### src/rtl/riscv_pkg.sv
// riscv_pkg: shared RV32I core constants, IFU state encoding and IF/ID record.
package riscv_pkg;

    localparam int XLEN = 32;

    localparam logic [XLEN-1:0] RV_NOP_INSTR = 32'h0000_0013;  // ADDI x0,x0,0
    localparam logic [XLEN-1:0] RV_RESET_PC  = 32'h0000_0000;

    typedef enum logic [1:0] {
        IFU_BOOT  = 2'd0,
        IFU_FETCH = 2'd1,
        IFU_DRAIN = 2'd2,
        IFU_HOLD  = 2'd3
    } ifu_state_e;

    typedef struct packed {
        logic [XLEN-1:0] instr;
        logic [XLEN-1:0] pc;
        logic [XLEN-1:0] pc4;
        logic            valid;
    } ifid_t;

endpackage

### src/rtl/ifu_skid_buffer.sv
// ifu_skid_buffer: one-entry instruction+PC holding register. Catches a word
// the cache returned while decode was stalled so it is never fetched twice.
module ifu_skid_buffer
    import riscv_pkg::*;
(
    input  logic            gclk,
    input  logic            grst_n,
    input  logic            load,
    input  logic            unload,
    input  logic            flush,
    input  logic [XLEN-1:0] instr_in,
    input  logic [XLEN-1:0] pc_in,
    output logic            full,
    output logic [XLEN-1:0] instr_out,
    output logic [XLEN-1:0] pc_out
);

    logic            full_q, full_d;
    logic [XLEN-1:0] instr_q, instr_d;
    logic [XLEN-1:0] pc_q, pc_d;

    // Flush beats load beats unload; a load overwrites the payload.
    always_comb begin
        full_d  = full_q;
        instr_d = instr_q;
        pc_d    = pc_q;
        if (flush) begin
            full_d = 1'b0;
        end else if (load) begin
            full_d  = 1'b1;
            instr_d = instr_in;
            pc_d    = pc_in;
        end else if (unload) begin
            full_d = 1'b0;
        end
    end

    // Entry register.
    always_ff @(posedge gclk or negedge grst_n) begin
        if (!grst_n) begin
            full_q  <= 1'b0;
            instr_q <= '0;
            pc_q    <= '0;
        end else begin
            full_q  <= full_d;
            instr_q <= instr_d;
            pc_q    <= pc_d;
        end
    end

    assign full      = full_q;
    assign instr_out = instr_q;
    assign pc_out    = pc_q;

endmodule

### src/rtl/instr_fetch_unit.sv
// instr_fetch_unit: RV32I fetch stage. Owns the PC, drives the I-cache request
// and the IF/ID register; handles misses, redirects and decode stalls.
// Optional perf counters (FETCH_COUNT, MISS_CYCLES) under `define IFU_PERF_CNT_EN.
module instr_fetch_unit
    import riscv_pkg::*;
#(
    parameter logic [XLEN-1:0] RESET_PC  = RV_RESET_PC,
    parameter logic [XLEN-1:0] NOP_INSTR = RV_NOP_INSTR
) (
    input  logic            CLK,
    input  logic            RESET_N,
    output logic [XLEN-1:0] ICACHE_ADDR,
    output logic            ICACHE_READ,
    input  logic [XLEN-1:0] ICACHE_INSTR,
    input  logic            ICACHE_BUSYWAIT,
    input  logic            STALL,
    input  logic            BRANCH_TAKEN,
    input  logic [XLEN-1:0] BRANCH_TARGET,
    output logic [XLEN-1:0] IF_ID_INSTR,
    output logic [XLEN-1:0] IF_ID_PC,
    output logic [XLEN-1:0] IF_ID_PC4,
    output logic            IF_ID_VALID
`ifdef IFU_PERF_CNT_EN
    ,
    output logic [31:0]     FETCH_COUNT,
    output logic [31:0]     MISS_CYCLES
`endif
);

    ifu_state_e      state_q, state_d;
    logic [XLEN-1:0] pc_q, pc_d, req_addr_q, req_addr_d;
    logic [XLEN-1:0] tgt, pc_inc;
    ifid_t           ifid_q, ifid_d, bubble;
    logic            skid_load, skid_unload, skid_flush, skid_full;
    logic [XLEN-1:0] skid_instr, skid_pc;

    assign tgt    = {BRANCH_TARGET[XLEN-1:2], 2'b00};
    assign pc_inc = pc_q + 32'd4;
    // A bubble only replaces the instruction and valid; PC fields are don't-care.
    assign bubble = '{instr: NOP_INSTR, pc: ifid_q.pc, pc4: ifid_q.pc4, valid: 1'b0};

    // State register.
    always_ff @(posedge CLK or negedge RESET_N) begin
        if (!RESET_N) state_q <= IFU_BOOT;
        else          state_q <= state_d;
    end

    // Next-state: branch > stall > busywait; DRAIN waits out an abandoned miss.
    always_comb begin
        state_d = state_q;
        case (state_q)
            IFU_BOOT:  state_d = IFU_FETCH;
            IFU_FETCH: begin
                if (BRANCH_TAKEN) begin
                    if (ICACHE_BUSYWAIT) state_d = IFU_DRAIN;
                end else if (STALL && !ICACHE_BUSYWAIT) begin
                    state_d = IFU_HOLD;
                end
            end
            IFU_DRAIN: if (!ICACHE_BUSYWAIT) state_d = IFU_FETCH;
            IFU_HOLD:  if (BRANCH_TAKEN || !STALL) state_d = IFU_FETCH;
            default:   state_d = IFU_BOOT;
        endcase
    end

    // Cache request: DRAIN replays the old address so the miss completes cleanly.
    always_comb begin
        ICACHE_READ = (state_q == IFU_FETCH) || (state_q == IFU_DRAIN);
        ICACHE_ADDR = (state_q == IFU_DRAIN) ? req_addr_q : pc_q;
    end

    // PC, IF/ID and skid control for the current state.
    always_comb begin
        pc_d        = pc_q;
        req_addr_d  = req_addr_q;
        ifid_d      = ifid_q;
        skid_load   = 1'b0;
        skid_unload = 1'b0;
        skid_flush  = 1'b0;
        case (state_q)
            IFU_FETCH: begin
                req_addr_d = pc_q;
                if (BRANCH_TAKEN) begin
                    pc_d   = tgt;
                    ifid_d = bubble;
                end else if (STALL) begin
                    // Word arrived during a stall: park it and move past it.
                    if (!ICACHE_BUSYWAIT) begin
                        skid_load = 1'b1;
                        pc_d      = pc_inc;
                    end
                end else if (ICACHE_BUSYWAIT) begin
                    ifid_d = bubble;
                end else begin
                    ifid_d = '{instr: ICACHE_INSTR, pc: pc_q, pc4: pc_inc, valid: 1'b1};
                    pc_d   = pc_inc;
                end
            end
            IFU_DRAIN: begin
                if (BRANCH_TAKEN) pc_d = tgt;
                if (!STALL) ifid_d = bubble;
            end
            IFU_HOLD: begin
                if (BRANCH_TAKEN) begin
                    skid_flush = 1'b1;
                    pc_d       = tgt;
                    ifid_d     = bubble;
                end else if (!STALL && skid_full) begin
                    skid_unload = 1'b1;
                    ifid_d = '{instr: skid_instr, pc: skid_pc, pc4: skid_pc + 32'd4, valid: 1'b1};
                end
            end
            default: ;
        endcase
    end

    // PC, request address and IF/ID register.
    always_ff @(posedge CLK or negedge RESET_N) begin
        if (!RESET_N) begin
            pc_q       <= RESET_PC;
            req_addr_q <= RESET_PC;
            ifid_q     <= '{instr: NOP_INSTR, pc: '0, pc4: 32'd4, valid: 1'b0};
        end else begin
            pc_q       <= pc_d;
            req_addr_q <= req_addr_d;
            ifid_q     <= ifid_d;
        end
    end

    ifu_skid_buffer u_skid (
        .gclk      (CLK),
        .grst_n    (RESET_N),
        .load      (skid_load),
        .unload    (skid_unload),
        .flush     (skid_flush),
        .instr_in  (ICACHE_INSTR),
        .pc_in     (pc_q),
        .full      (skid_full),
        .instr_out (skid_instr),
        .pc_out    (skid_pc)
    );

    assign IF_ID_INSTR = ifid_q.instr;
    assign IF_ID_PC    = ifid_q.pc;
    assign IF_ID_PC4   = ifid_q.pc4;
    assign IF_ID_VALID = ifid_q.valid;

`ifdef IFU_PERF_CNT_EN
    logic [31:0] fetch_cnt_q, fetch_cnt_d, miss_cnt_q, miss_cnt_d;
    logic        fetch_evt, miss_evt;

    // Count valid IF/ID loads and cache-wait cycles, saturating at all-ones.
    always_comb begin
        fetch_evt = !BRANCH_TAKEN && !STALL &&
                    (((state_q == IFU_FETCH) && !ICACHE_BUSYWAIT) ||
                     ((state_q == IFU_HOLD) && skid_full));
        miss_evt    = ICACHE_READ && ICACHE_BUSYWAIT;
        fetch_cnt_d = (fetch_evt && (fetch_cnt_q != '1)) ? fetch_cnt_q + 32'd1 : fetch_cnt_q;
        miss_cnt_d  = (miss_evt && (miss_cnt_q != '1)) ? miss_cnt_q + 32'd1 : miss_cnt_q;
    end

    // Counter registers.
    always_ff @(posedge CLK or negedge RESET_N) begin
        if (!RESET_N) begin
            fetch_cnt_q <= '0;
            miss_cnt_q  <= '0;
        end else begin
            fetch_cnt_q <= fetch_cnt_d;
            miss_cnt_q  <= miss_cnt_d;
        end
    end

    assign FETCH_COUNT = fetch_cnt_q;
    assign MISS_CYCLES = miss_cnt_q;
`endif

endmodule

### config.mk
export PLATFORM = sky130hd
export DESIGN_NAME = instr_fetch_unit
export DESIGN_NICKNAME = d
export VERILOG_FILES = /design/src/rtl/riscv_pkg.sv /design/src/rtl/ifu_skid_buffer.sv /design/src/rtl/instr_fetch_unit.sv
export SDC_FILE = /design/constraint.sdc
export NUM_CORES = 1
export LEC_CHECK = 0
export CAP_MARGIN = 20
export CORE_MARGIN = 2
export CORE_UTILIZATION = 43
export CTS_CLUSTER_DIAMETER = 50
export DETAILED_ROUTE_END_ITERATION = 8
export GPL_TIMING_DRIVEN = 0
export PLACE_DENSITY = 0.7
export SLEW_MARGIN = 40
export SYNTH_ARGS = -nofsm -noshare
export SYNTH_HDL_FRONTEND = slang
export SYNTH_SLANG_ARGS = --single-unit
### constraint.sdc
create_clock -name CLK -period 2.4 [get_ports CLK]
set_clock_uncertainty 0.05 [all_clocks]
set_input_delay 0.72 -clock CLK [delete_from_list [all_inputs] [get_ports CLK]]
set_output_delay 0.72 -clock CLK [all_outputs]
set_load 0.05 [all_outputs]
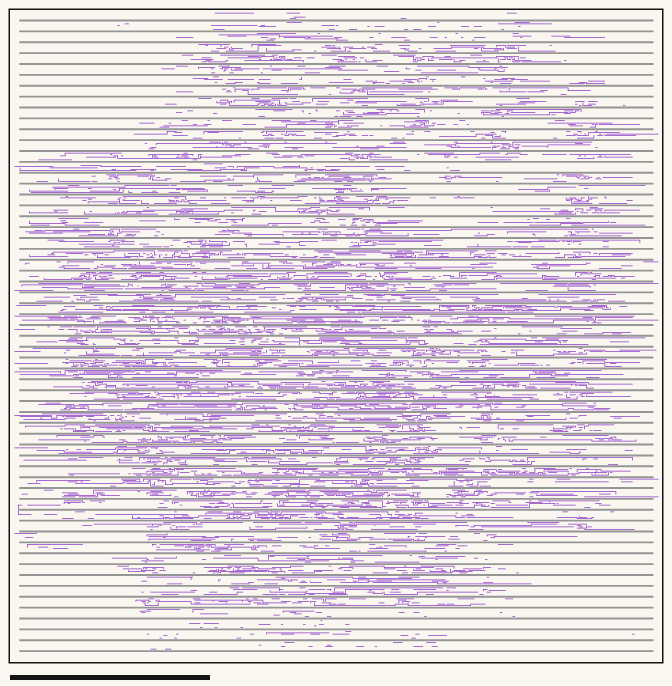
*Metal 1*
Scale bar: 50 um. Supply wires on this layer in gray.
- wire length on this layer: 14400 um
- share of all routed wire: 41%
- main direction: horizontal
- longest straight run: 57.5 um
- nets with wire on the layer: 1257
Routed Wire Length: 35.5 mm
met1 usage: 0.367
Vias: 9792

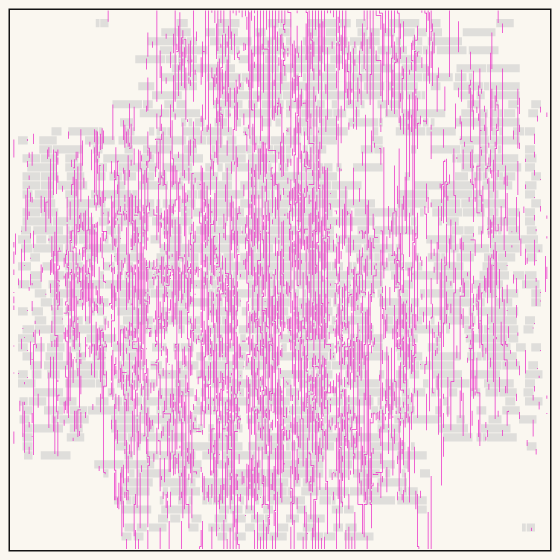
*M2 wires*
Cells faint in the background.
- wire length on this layer: 16300 um
- share of all routed wire: 46%
- main direction: vertical
- nets with wire on the layer: 1182
- longest straight run: 68.3 um
grt met2 use: 0.410

==> run notes <==
The layout was made with Yosys and OpenROAD.

The run finished, with violations left. The checks that failed: setup timing. The die covers 26600 um^2. The detail-routed via count per cell is 5.84.

The fraction of area in non-clock buffers is 0.198. For the final routed database, the setup TNS stands at -25280 ps. CTS saw 219 sinks. Per the OpenROAD floorplan log, the height of the die is 163 um. For this run, the detailed router's first-pass iteration total came to 6. In this run the static leakage power is 6.55 nW. The gate family responsible for the most delay along the worst path is buffers and inverters. Sorting the synthesized cells by how often they occur yields dfrtp_1, nand2_1, o21ai_0. The largest total area in the synthesized netlist belongs to dfrtp_1.

The final RePlAce weighted congestion is 0.890. Summing internal, switching and leakage power gives 25.7 mW. STA classifies the critical path endpoint as an output port. The post-detailed-route wirelength per cell is 21.2 um.

The proportion of power drawn by flip-flops and latches is 0.270. The global routing usage summed across all routing layers is 0.263. The number of warnings reported in the stage logs is 34. The transition time recorded at the tightest slew-check pin is 779 ps. The switching component of the power was reported as 12.5 mW. For this run, the script counts the antenna cells in the layout as 0. CTS built an H-tree with a depth of 1.

The group that draws the most power in this run is combinational logic. The fraction of cell area in sequential cells is reported as 0.364. The required time of the critical path is 1630 ps. The number of instances in the placed design is 1599.

Per the TritonCTS log, the buffer count is 27. Of the total power, the share spent switching nets is 0.487. The busiest layer in global routing is met2.

The cell type of the slowest stage on the worst timing path is dfrtp_1. The share of total power in combinational logic is 0.582. The number of port buffers is 193. The cell with the most instances after synthesis is dfrtp_1. The multiplexer share of the synthesized area is 0.111. Per the skew report, the later register of the worst-skew pair sees a clock latency of 550 ps. Entering global routing, the biggest net connects 66 pins. Per the final timing report, the hold violations number 0. Yosys reports a chip area of 10900 um^2. The fraction of final cell area spent on clock buffers and inverters in this run is 0.0554. The signed area change from the synthesized netlist to the final layout is 38.3%. Per the layout report, the design carries 2052 filler cells.

The clock buffer instance count of the final layout is 39. The register share after synthesis is 0.504. The number of global-route vias before repair came to 9466. Per the synth stats, the flop cell with the highest instance count is dfrtp_1.

The internal power of the cells totals 13.2 mW. Per the timing report, the most critical flop-to-flop path finishes at IF_ID_PC4[26]. The final tally of setup violations is 120. The root buffer cell is clkbuf_16. The portion of the clock cycle consumed by the worst path in the final layout is 1.18.

The power density over the cells is 1700 nW/um^2. The reported sequential group power is 6.93 mW. The buffer levels on the longest clock path is 3. The peak ir drop on the vdd network is 1190 uV. The cell-mix breakdown from Yosys lists the compound-gate area share as 0.169. The synthesized netlist handed to floorplanning was reported with a cell count of 1072.

The first global-routing pass estimated 54.1 mm of wire. The fraction of synthesis flops using an asynchronous set or reset pin is 1.00. Power attributed to the clock group is 3.80 mW. The number of maximum-capacitance violations recorded for the run is 0. Counting plain and timing-repair buffers in the layout gives 324. For the completed layout, the total cell area is recorded as 15100 um^2. The total cell area at the placement stage is 13300 um^2. The floorplan row count is 58. The area share of and/or/nand/nor cells after synthesis is 0.122. The post-cts sizing count is 447. The clock share of power is 0.148. The area fraction of the largest cell type after synthesis is 0.494.

TritonCTS built the clock tree. The worst-case setup margin in the final layout is -431 ps. The critical path maximum fanout is 8. The registers of the reported paths see a clock transition of 60 ps. The worst hold slack is 10.3 ps. The area of the placeable core is 25000 um^2. The average cell area after synthesis is 10.2 um^2. Per STA, the worst path is made up of inv_2 > ha_4 > clkbuf_16 > clkbuf_16 > mux2_4 > buf_8.
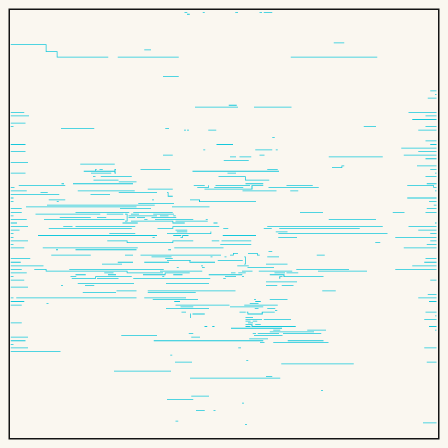
*Signal wires on met3*
- nets with wire on the layer: 248
- wire length on this layer: 2970 um
GR Layer Usage met3: 0.0348

==> worst max path at each step <==
stage | start | endpoint | cells past startpoint
after floorplan | state_q[0] | ICACHE_ADDR[13] | 5
after global placement | RESET_N | req_addr_q[19] | 1
after detailed placement | state_q[0] | ICACHE_ADDR[2] | 6
after CTS | state_q[0] | ICACHE_ADDR[2] | 6
after global routing | state_q[0] | ICACHE_ADDR[30] | 6
final | state_q[0] | ICACHE_ADDR[30] | 6
==> layer usage <==
metal | routed length (um) | vias to the layer above | share of wire
met5 | 0 | - | 0
met4 | 1800 | 0 | 0.051
met3 | 2970 | 112 | 0.084
met2 | 16300 | 540 | 0.46
met1 | 14400 | 4792 | 0.41
li1 | - | 4348 | -
No activity file was given, so power comes from the tool's default toggle rates.
